==> config.mk <==
export PLATFORM = sky130hd
export DESIGN_NAME = mem_ctrl_fsm_flat
export DESIGN_NICKNAME = d
export VERILOG_FILES = /design/src/rtl/mem_ctrl_fsm_pkg.sv /design/src/rtl/mem_ctrl_fsm_if.sv /design/src/rtl/mem_array.sv /design/src/rtl/mem_ctrl_fsm.sv /design/src/flat_wrapper.sv
export SDC_FILE = /design/constraint.sdc
export NUM_CORES = 1
export LEC_CHECK = 0
export ABC_AREA = 1
export CAP_MARGIN = 20
export CORE_MARGIN = 2
export CORE_UTILIZATION = 42
export DETAILED_ROUTE_END_ITERATION = 8
export GPL_TIMING_DRIVEN = 1
export PLACE_DENSITY_LB_ADDON = 0.1
export SYNTH_ARGS = -nofsm -noshare
export SYNTH_HDL_FRONTEND = slang
export SYNTH_SLANG_ARGS = --single-unit
==> constraint.sdc <==
create_clock -name clk -period 4.1 [get_ports clk]
set_clock_uncertainty 0.05 [all_clocks]
set_input_delay 1.025 -clock clk [delete_from_list [all_inputs] [get_ports clk]]
set_output_delay 1.025 -clock clk [all_outputs]
set_load 0.005 [all_outputs]
Figure 1. Where the registers sit.
The bar under the picture is 20 um long. Other sequential cells in the stronger grey, the rest of the logic in the fainter grey.
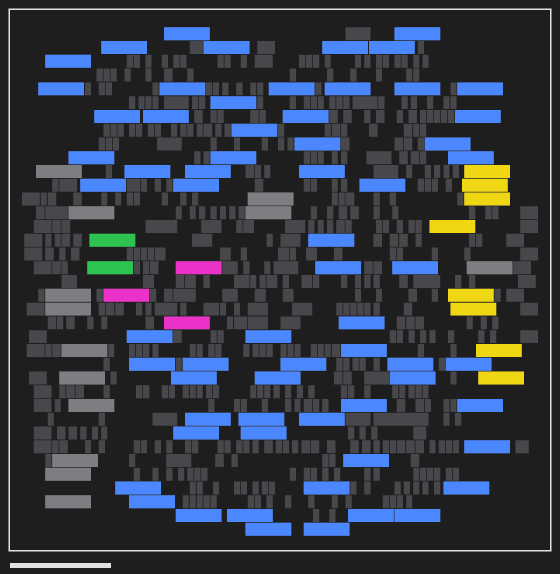
| colour | netlist name | sequential cells |
|---|---|---|
| magenta | u_core.cnt | 3 |
| yellow | u_core.bus.dout | 8 |
| green | u_core.state | 2 |
| blue | u_core.u_mem.mem | 64 |
not coloured: 13
Reg area: 2250 um2
sequential power: 1.49 mW
Final Util: 49.1%
fraction of area in registers: 44.7%

Figure 2. Cells by drive strength.
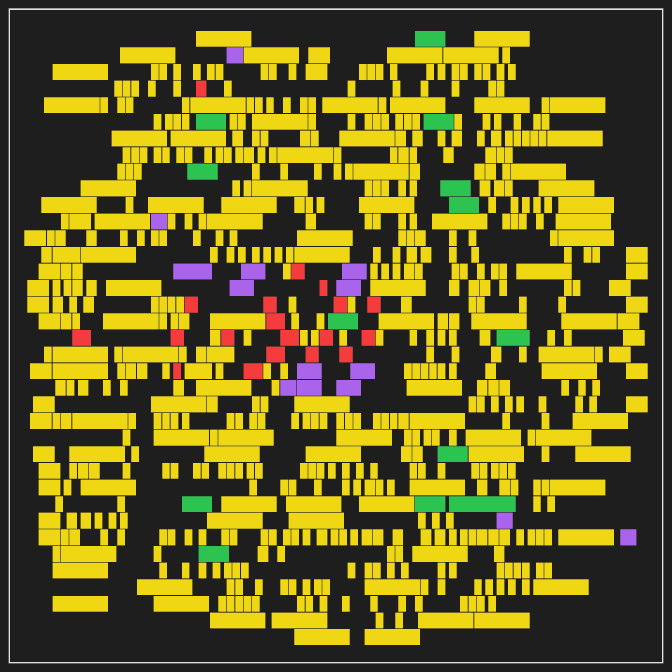
| colour | size | cells | share |
|---|---|---|---|
| green | _6 and larger | 13 | 2.0% |
| yellow | _0 and _1 cells | 590 | 93% |
| red | _2 cells | 19 | 3.0% |
| purple | _3 and _4 cells | 14 | 2.2% |
setup ws final: 1270 ps
Area Growth Syn to Fin: 13.8%
nonclk buf count: 31
post-route design area: 5040 um2

Figure 3. Signal metal coverage by tile.
The die is cut into 21 by 21 equal tiles; dark blue is low, red is high, scaled to the fullest tile. Values are wire area over tile area, all layers added.
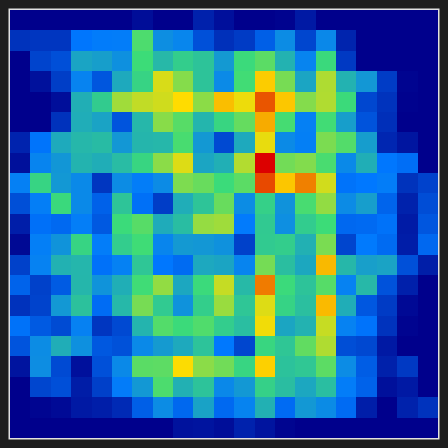
nearly empty tiles: 16%
densest ninth of the die: middle
fullest tile: 0.53
mean over tiles: 0.15
tiles over half the peak: 18%
Routed WL: 11300 um
via count: 3726
per-cell routed wire length: 14.6 um
total track usage: 21.4%

Figure 4. Placement view.
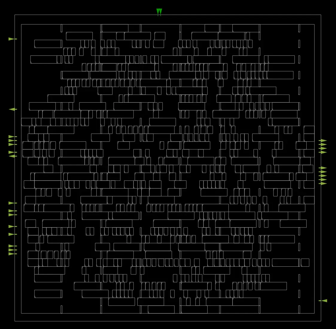
row count: 37
CORE AREA: 10300 um2
# fillers: 1112
registers: 90
tap cells: 136

Figure 5. Clock distribution.
The bar under the picture is 20 um long.
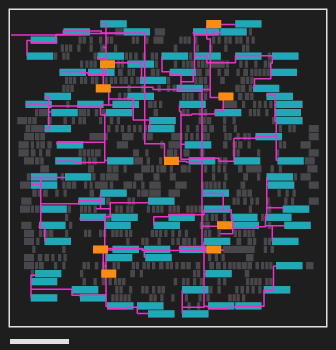
[orange] clock drivers | count: 9
[cyan] flip-flops | count: 90
[magenta] clock wires | length: 1150 um
flops lie: widely spread
routed clock nets: 10
clk_lat worst skew: 360 ps
Clock net power: 0.622 mW
clock power share: 15.8%

==> results.yml <==
# synthesis and place-and-route metrics
pwr:
  power_leader: "combinational logic"
  power_frac_seq_pct: 37.9
  internal_power_mw: 2.16
  p_comb_share_pct: 46.4
  p_total_mw: 3.94
  power_leakage_nw: 2.71
final_layout:
  biggestCellCategory: "registers"
  comb_share_pct: 36.7
  combGateArea_um2: 1850
  largest_reg_flops: 64
clock_network:
  clk_path_buf_depth: 2
  cts_sinks: 90
  htree_num_levels: 3
route:
  dr_wl_met2_um: 5040
  ant_nets: 0
  route.detailed.drc: 0
sta:
  hold_slack_ps: 424
  tns_ps: 0
  fin_crit_sh_pct: 69.1
grt:
  antenna_found_initial: 0
  grt_max_degree: 42
yosys:
  top_cells_by_area: "dfrtp_1, nand2_1, nand3_1, inv_1, nor2_1"
  ff_type: "dfrtp_1"
  top_cells_by_count: "nand2_1, dfrtp_1, inv_1"
  synthMuxAreaShare_pct: 0
  synth_adder_area_share_pct: 0.847
  ys_ff: 90
  yosysMostFrequentCell: "nand2_1"
status:
  status: "completed"
hold_path:
  hp-class: "flop to flop"
critical_path:
  path_depth: 3
  path_buffers: 2
  r2r_slack_ps: 1740
  path_max_fanout: 7
Power is estimated from default activity; no workload was simulated.
